==> config.mk <==
export PLATFORM = sky130hd
export DESIGN_NAME = writeback_scoreboard_escalar_flat
export DESIGN_NICKNAME = d
export VERILOG_FILES = /design/src/rtl/writeback_scoreboard_escalar_pkg.sv /design/src/rtl/writeback_scoreboard_escalar_if.sv /design/src/rtl/writeback_scoreboard_escalar_fifo.sv /design/src/rtl/writeback_scoreboard_escalar.sv /design/src/flat_wrapper.sv
export SDC_FILE = /design/constraint.sdc
export NUM_CORES = 1
export LEC_CHECK = 0
export ABC_CLOCK_PERIOD_IN_PS = 3100
export CAP_MARGIN = 20
export CORE_UTILIZATION = 35
export DETAILED_ROUTE_END_ITERATION = 16
export GPL_TIMING_DRIVEN = 0
export PLACE_DENSITY_LB_ADDON = 0.1
export SYNTH_ARGS = -nofsm -noshare
export SYNTH_HDL_FRONTEND = slang
export SYNTH_SLANG_ARGS = --single-unit
==> constraint.sdc <==
create_clock -name clk -period 3.1 [get_ports clk]
set_clock_uncertainty 0.2 [all_clocks]
set_input_delay 0.62 -clock clk [delete_from_list [all_inputs] [get_ports clk]]
set_output_delay 0.62 -clock clk [all_outputs]
set_load 0.02 [all_outputs]
==> src/rtl/writeback_scoreboard_escalar_pkg.sv <==
// Shared types and helpers for the scalar register-file writeback block.
package wb_pkg;

  localparam int unsigned WB_REGISTERS = 32;
  localparam int unsigned WB_WIDTH     = 32;
  localparam int unsigned WB_AW        = $clog2(WB_REGISTERS);
  localparam int unsigned WB_DEPTH     = 4;

  typedef logic [WB_AW-1:0]    reg_addr_t;
  typedef logic [WB_WIDTH-1:0] word_t;

  typedef struct packed {
    reg_addr_t rd;
    word_t     data;
  } wb_entry_t;

  typedef enum logic [1:0] {
    SRC_NONE = 2'd0,
    SRC_ALU  = 2'd1,
    SRC_MEM  = 2'd2
  } wb_src_e;

  // Single write port: a lone requester wins; on contention last_mem
  // decides (0 -> memory's turn, 1 -> ALU's turn).
  function automatic wb_src_e wb_arbitrate(input logic mem_req,
                                           input logic alu_req,
                                           input logic last_mem);
    wb_src_e src;
    case ({mem_req, alu_req})
      2'b10:   src = SRC_MEM;
      2'b01:   src = SRC_ALU;
      2'b11:   src = last_mem ? SRC_ALU : SRC_MEM;
      default: src = SRC_NONE;
    endcase
    return src;
  endfunction

endpackage

==> src/rtl/writeback_scoreboard_escalar_if.sv <==
// Issue/execute/memory-facing bundle of the writeback scoreboard.
// master = pipeline/environment side, slave = writeback block.
interface writeback_scoreboard_escalar_if;
  import wb_pkg::*;

  logic      alloc_valid;
  reg_addr_t alloc_rd;
  logic      alloc_ready;

  logic      alu_valid;
  reg_addr_t alu_rd;
  word_t     alu_data;
  logic      alu_ready;

  logic      mem_valid;
  reg_addr_t mem_rd;
  word_t     mem_data;
  logic      mem_ready;

  reg_addr_t q1;
  reg_addr_t q2;
  logic      busy1;
  logic      busy2;

  logic      we3;
  reg_addr_t a3;
  word_t     wd3;
  logic      err_unalloc;

  modport master (
    output alloc_valid, alloc_rd, alu_valid, alu_rd, alu_data,
           mem_valid, mem_rd, mem_data, q1, q2,
    input  alloc_ready, alu_ready, mem_ready, busy1, busy2,
           we3, a3, wd3, err_unalloc
  );

  modport slave (
    input  alloc_valid, alloc_rd, alu_valid, alu_rd, alu_data,
           mem_valid, mem_rd, mem_data, q1, q2,
    output alloc_ready, alu_ready, mem_ready, busy1, busy2,
           we3, a3, wd3, err_unalloc
  );

endinterface

==> src/rtl/writeback_scoreboard_escalar_fifo.sv <==
// Load-return queue: synchronous FIFO of {rd, data}. Flags come from the
// registered count only, so a same-cycle pop never makes room for a push.
module wb_fifo
  import wb_pkg::*;
#(
  parameter int unsigned DEPTH = WB_DEPTH
) (
  input  logic      clk,
  input  logic      rst,
  input  logic      push,
  input  logic      pop,
  input  wb_entry_t din,
  output wb_entry_t head,
  output logic      full,
  output logic      empty
);

  localparam int unsigned PW = $clog2(DEPTH);
  localparam int unsigned CW = PW + 1;

  logic [PW-1:0] wr_ptr_q, wr_ptr_d;
  logic [PW-1:0] rd_ptr_q, rd_ptr_d;
  logic [CW-1:0] count_q,  count_d;
  wb_entry_t     mem_q [DEPTH];
  wb_entry_t     mem_d [DEPTH];
  logic          do_push;
  logic          do_pop;

  assign full  = (count_q == CW'(DEPTH));
  assign empty = (count_q == {CW{1'b0}});
  assign head  = mem_q[rd_ptr_q];

  // Next pointers, occupancy and storage; pointers wrap modulo DEPTH.
  always_comb begin
    do_push  = push && !full;
    do_pop   = pop && !empty;
    wr_ptr_d = wr_ptr_q;
    rd_ptr_d = rd_ptr_q;
    count_d  = count_q;
    mem_d    = mem_q;
    if (do_push) begin
      mem_d[wr_ptr_q] = din;
      wr_ptr_d        = wr_ptr_q + PW'(1'b1);
    end else begin
      wr_ptr_d = wr_ptr_q;
    end
    if (do_pop) begin
      rd_ptr_d = rd_ptr_q + PW'(1'b1);
    end else begin
      rd_ptr_d = rd_ptr_q;
    end
    case ({do_push, do_pop})
      2'b10:   count_d = count_q + CW'(1'b1);
      2'b01:   count_d = count_q - CW'(1'b1);
      default: count_d = count_q;
    endcase
  end

  // Control state register with synchronous reset (empties the queue).
  always_ff @(posedge clk) begin
    if (rst) begin
      wr_ptr_q <= {PW{1'b0}};
      rd_ptr_q <= {PW{1'b0}};
      count_q  <= {CW{1'b0}};
    end else begin
      wr_ptr_q <= wr_ptr_d;
      rd_ptr_q <= rd_ptr_d;
      count_q  <= count_d;
    end
  end

  // Payload storage; contents are don't-care while the queue is empty.
  always_ff @(posedge clk) begin
    mem_q <= mem_d;
  end

endmodule

==> src/rtl/writeback_scoreboard_escalar.sv <==
// Writeback scoreboard: arbitrates ALU results and queued load returns into
// the register file's single write port and tracks per-register busy bits
// for the issue stage's RAW/WAW checks.
module writeback_scoreboard_escalar
  import wb_pkg::*;
#(
  parameter int unsigned REGISTERS = WB_REGISTERS,
  parameter int unsigned WIDTH     = WB_WIDTH,
  parameter int unsigned DEPTH     = WB_DEPTH
) (
  input logic                           clk,
  input logic                           rst,
  writeback_scoreboard_escalar_if.slave wb
);

  localparam int unsigned AW = $clog2(REGISTERS);

  logic [REGISTERS-1:0] busy_q,     busy_d;
  logic                 last_mem_q, last_mem_d;
  logic                 we3_q,      we3_d;
  logic [AW-1:0]        a3_q,       a3_d;
  logic [WIDTH-1:0]     wd3_q,      wd3_d;
  logic                 err_q,      err_d;

  wb_entry_t     mem_entry;
  wb_entry_t     fifo_head;
  logic          fifo_push;
  logic          fifo_pop;
  logic          fifo_full;
  logic          fifo_empty;
  wb_src_e       src;
  logic [AW-1:0] grant_rd;
  logic [WIDTH-1:0] grant_data;
  logic          alloc_ok;

  wb_fifo #(.DEPTH(DEPTH)) u_fifo (
    .clk   (clk),
    .rst   (rst),
    .push  (fifo_push),
    .pop   (fifo_pop),
    .din   (mem_entry),
    .head  (fifo_head),
    .full  (fifo_full),
    .empty (fifo_empty)
  );

  // x0 is never tracked, so reserving or querying it always looks free.
  assign alloc_ok       = !busy_q[wb.alloc_rd] || (wb.alloc_rd == {AW{1'b0}});
  assign wb.alloc_ready = alloc_ok;
  assign wb.busy1       = busy_q[wb.q1] && (wb.q1 != {AW{1'b0}});
  assign wb.busy2       = busy_q[wb.q2] && (wb.q2 != {AW{1'b0}});
  assign wb.mem_ready   = !fifo_full;
  assign wb.alu_ready   = (src == SRC_ALU);
  assign wb.we3         = we3_q;
  assign wb.a3          = a3_q;
  assign wb.wd3         = wd3_q;
  assign wb.err_unalloc = err_q;

  // Queue push and write-port arbitration; a same-cycle push into an empty
  // queue is not visible at the head until the next cycle.
  always_comb begin
    mem_entry.rd   = wb.mem_rd;
    mem_entry.data = wb.mem_data;
    fifo_push      = wb.mem_valid && !fifo_full;
    src            = wb_arbitrate(!fifo_empty, wb.alu_valid, last_mem_q);
    fifo_pop       = (src == SRC_MEM);
    if (!fifo_empty && wb.alu_valid) begin
      last_mem_d = (src == SRC_MEM);
    end else begin
      last_mem_d = last_mem_q;
    end
  end

  // Retire register: load the granted result; x0 writes are consumed silently.
  always_comb begin
    grant_rd   = a3_q;
    grant_data = wd3_q;
    case (src)
      SRC_ALU: begin
        grant_rd   = wb.alu_rd;
        grant_data = wb.alu_data;
      end
      SRC_MEM: begin
        grant_rd   = fifo_head.rd;
        grant_data = fifo_head.data;
      end
      default: begin
        grant_rd   = a3_q;
        grant_data = wd3_q;
      end
    endcase
    we3_d = 1'b0;
    a3_d  = a3_q;
    wd3_d = wd3_q;
    err_d = err_q;
    if (src != SRC_NONE) begin
      we3_d = (grant_rd != {AW{1'b0}});
      a3_d  = grant_rd;
      wd3_d = grant_data;
      if ((grant_rd != {AW{1'b0}}) && !busy_q[grant_rd]) begin
        err_d = 1'b1;
      end else begin
        err_d = err_q;
      end
    end else begin
      we3_d = 1'b0;
    end
  end

  // Scoreboard: clear on the retiring write, set on an accepted reservation.
  always_comb begin
    busy_d = busy_q;
    if (we3_q) begin
      busy_d[a3_q] = 1'b0;
    end else begin
      busy_d = busy_q;
    end
    if (wb.alloc_valid && alloc_ok && (wb.alloc_rd != {AW{1'b0}})) begin
      busy_d[wb.alloc_rd] = 1'b1;
    end else begin
      busy_d = busy_d;
    end
    busy_d[0] = 1'b0;
  end

  // State register; reset drops busy bits, round-robin state and any write
  // that would have retired on this edge.
  always_ff @(posedge clk) begin
    if (rst) begin
      busy_q     <= {REGISTERS{1'b0}};
      last_mem_q <= 1'b0;
      we3_q      <= 1'b0;
      a3_q       <= {AW{1'b0}};
      wd3_q      <= {WIDTH{1'b0}};
      err_q      <= 1'b0;
    end else begin
      busy_q     <= busy_d;
      last_mem_q <= last_mem_d;
      we3_q      <= we3_d;
      a3_q       <= a3_d;
      wd3_q      <= wd3_d;
      err_q      <= err_d;
    end
  end

endmodule

==> src/flat_wrapper.sv <==
// flat-port wrapper written by rule: the top's interface ports become plain ports
module writeback_scoreboard_escalar_flat import wb_pkg::*;
#(
  parameter int unsigned REGISTERS = WB_REGISTERS,
  parameter int unsigned WIDTH     = WB_WIDTH,
  parameter int unsigned DEPTH     = WB_DEPTH
)
  (clk, rst, wb_alloc_valid, wb_alloc_rd, wb_alu_valid, wb_alu_rd, wb_alu_data, wb_mem_valid, wb_mem_rd, wb_mem_data, wb_q1, wb_q2, wb_alloc_ready, wb_alu_ready, wb_mem_ready, wb_busy1, wb_busy2, wb_we3, wb_a3, wb_wd3, wb_err_unalloc);
  writeback_scoreboard_escalar_if wb_i ();
  input logic clk;
  input logic rst;
  input wire logic [$bits(wb_i.alloc_valid)-1:0] wb_alloc_valid;
  input wire logic [$bits(wb_i.alloc_rd)-1:0] wb_alloc_rd;
  input wire logic [$bits(wb_i.alu_valid)-1:0] wb_alu_valid;
  input wire logic [$bits(wb_i.alu_rd)-1:0] wb_alu_rd;
  input wire logic [$bits(wb_i.alu_data)-1:0] wb_alu_data;
  input wire logic [$bits(wb_i.mem_valid)-1:0] wb_mem_valid;
  input wire logic [$bits(wb_i.mem_rd)-1:0] wb_mem_rd;
  input wire logic [$bits(wb_i.mem_data)-1:0] wb_mem_data;
  input wire logic [$bits(wb_i.q1)-1:0] wb_q1;
  input wire logic [$bits(wb_i.q2)-1:0] wb_q2;
  output wire logic [$bits(wb_i.alloc_ready)-1:0] wb_alloc_ready;
  output wire logic [$bits(wb_i.alu_ready)-1:0] wb_alu_ready;
  output wire logic [$bits(wb_i.mem_ready)-1:0] wb_mem_ready;
  output wire logic [$bits(wb_i.busy1)-1:0] wb_busy1;
  output wire logic [$bits(wb_i.busy2)-1:0] wb_busy2;
  output wire logic [$bits(wb_i.we3)-1:0] wb_we3;
  output wire logic [$bits(wb_i.a3)-1:0] wb_a3;
  output wire logic [$bits(wb_i.wd3)-1:0] wb_wd3;
  output wire logic [$bits(wb_i.err_unalloc)-1:0] wb_err_unalloc;
  assign wb_i.alloc_valid = wb_alloc_valid;
  assign wb_i.alloc_rd = wb_alloc_rd;
  assign wb_i.alu_valid = wb_alu_valid;
  assign wb_i.alu_rd = wb_alu_rd;
  assign wb_i.alu_data = wb_alu_data;
  assign wb_i.mem_valid = wb_mem_valid;
  assign wb_i.mem_rd = wb_mem_rd;
  assign wb_i.mem_data = wb_mem_data;
  assign wb_i.q1 = wb_q1;
  assign wb_i.q2 = wb_q2;
  assign wb_alloc_ready = wb_i.alloc_ready;
  assign wb_alu_ready = wb_i.alu_ready;
  assign wb_mem_ready = wb_i.mem_ready;
  assign wb_busy1 = wb_i.busy1;
  assign wb_busy2 = wb_i.busy2;
  assign wb_we3 = wb_i.we3;
  assign wb_a3 = wb_i.a3;
  assign wb_wd3 = wb_i.wd3;
  assign wb_err_unalloc = wb_i.err_unalloc;
  writeback_scoreboard_escalar #(.REGISTERS(REGISTERS), .WIDTH(WIDTH), .DEPTH(DEPTH)) u_core (.clk(clk), .rst(rst), .wb(wb_i));
endmodule
==> run_results.csv <==
group,metric,value,unit
layout,flop-count,226,
setup_path,path_cells,"mux4_2 -> mux4_2 -> mux2_4 -> buf_6",
synth,xor_share,0.4322,%
synth,synth-seq-cells,226,
synth,syn_avg_cell_area,13.44,um2
setup_path,cp.required,2.28,ns
clocking,ctsLongestPathBuffers,3,
layout,final_util,46.48,%
synth,syn-cell-area,10130,um2
layout,final_cell_mix,"edfxtp_1, clkdlybuf4s50_1, nor2_1, a21oi_1, dfxtp_1",
layout,final_common_cell,"edfxtp_1",
synth,ys_sh_aoi,8.866,%
setup_path,crit_buf_inv,1,
setup_path,reg2reg_slack,0.07,ns
synth,async_flop_share,0,%
final_timing,worst_slack,0.01500,ns
layout,fillers,2559,
final_timing,drv_slew,0,
layout,layout-drive-gt1-share,21.01,%
floorplan,fp_util,35.98,%
layout,signal_buffers,188,
layout,comb_share,30.38,%
outcome,run_status,"complete, no violations",
clocking,cts_hold_buf,0,
global_route,grt_util_met3,4.372,%
power_and_ir_drop,switchingPower,4.424,mW
setup_path,path_max_fanout,5,
setup_path,cpMaxStageDelayCell,"mux4_2",
synth,top_cells_by_count,"edfxtp_1, nor2_1, dfxtp_1, a21oi_1, mux4_2",
power_and_ir_drop,seqPwrFrac,31.4,%
power_and_ir_drop,top_power_group,"combinational logic",
global_route,antenna_found_initial,4,
synth,fp_nets,857,
layout,layout.nets,1031,
flow_run,drv_cap,0,
synth,simple_gate_share,8.866,%
floorplan,die_area,29630,um2
floorplan,rows,61,
routing,drt_wl_total,26.86,mm
setup_path,r2r-start,"u_core.u_fifo.count_q[2]",
worst_hold_path,hp-start,"u_core.last_mem_q",
synth,synthTopCellsByArea,"edfxtp_1, dfxtp_1, mux4_2",
setup_path,critPathKind,"reg2out",
power_and_ir_drop,p_int,7.554,mW
final_timing,final.setup.tns,0,ns
routing,vias,6996,
synth,yosysUniqueCellTypes,62,
layout,combGateArea,3978,um2
power_and_ir_drop,p_comb_share,44.3,%
final_timing,worst_pin_slew,1.036,ns
synth,top_cell,"edfxtp_1",
layout,clkbuf_count,27,
place,dpl.cell_count,1271,
global_route,grt-busiest-layer,"met2",
global_route,overflow,0,
synth,ys_cells,754,
global_route,grt_usage,18.46,%
final_timing,clock.fmax,324.1,MHz
routing,met1_length,12.70,mm
final_timing,grt_setup_unrepaired,"true",
setup_path,crit_start,"u_core.busy_q[30]",
routing,met3_length,1.891,mm
routing,met2_length,11.67,mm
layout,stdcell_count,1327,
clocking,root_buffer,"clkbuf_16",
power_and_ir_drop,switching_share,36.94,%
setup_path,endpoint_kind,"output port",
global_route,met2_usage,27.72,%
layout,largest_register_ffs,148,
layout,syn_to_final_growth,29.20,%
final_timing,setup_violations,0,
clocking,cts_tree,"done",
place,dp_slack,-1.176,ns
routing,drt_iter0_drc,453,
setup_path,critPathMostFrequentCell,"mux4_2",
final_timing,hold_violations,0,
setup_path,arrival,2.27,ns
layout,comb_cells,471,
synth,synth_top_area_share,43.86,%
setup_path,reg2reg_depth,12,
place,place.gp.congestion,0.8368,
layout,clk_share,6.212,%
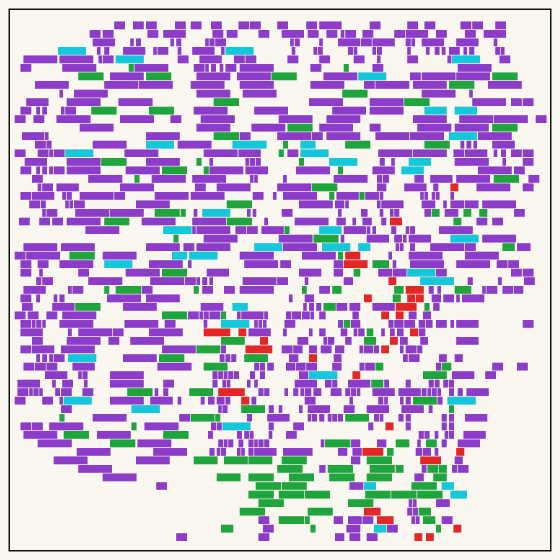
Figure 1: drive-strength map.
Key: red = _3 and _4 cells [cells 32]; green = _2 cells [cells 127]; purple = _0 and _1 cells [cells 748]; cyan = _6 and larger [cells 40]

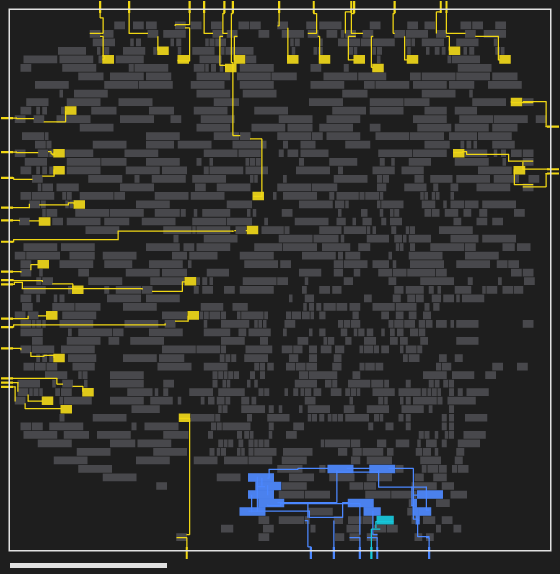
Figure 2: nets reached from selected ports.
The bar under the picture is 50 um long.
Key: cyan = `wb_busy2` [bits 1, direction output, end cells 1, buffers 1, wire 16.6 um]; blue = `wb_q1` [bits 5, direction input, end cells 14, buffers 5, wire 299 um]; yellow = `wb_alu_data` [bits 32, direction input, end cells 32, buffers 32, wire 798 um]

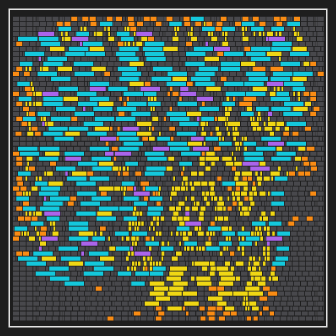
Figure 3: placed cells, one colour a class.
Fill, decap, tap and diode cells in grey.
Key: orange = other buffers and delay cells [cells 188, share of their area 14%]; yellow = combinational and other logic [cells 487, share of their area 32%]; purple = clock drivers and dummy loads [cells 46, share of their area 6.4%]; cyan = flops [cells 226, share of their area 48%]

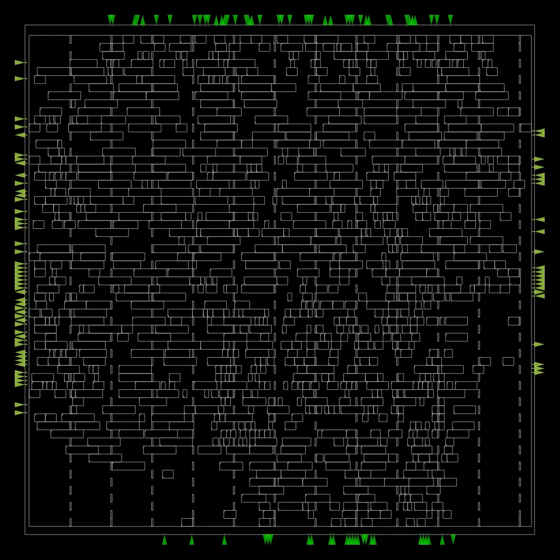
Figure 4: placement view.
core area: 28160 um2
Tap Count: 378

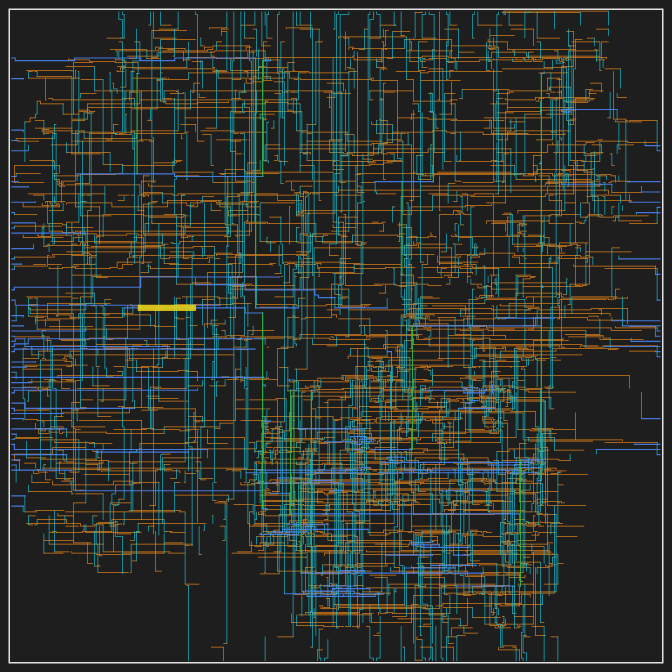
Figure 5: routed metal, one colour a layer.
Key: green = metal 4 [wire length 588 um]; blue = metal 3 [wire length 1890 um]; orange = metal 1 [wire length 12700 um]; yellow = metal 5 [wire length 13.8 um]; cyan = metal 2 [wire length 11700 um]

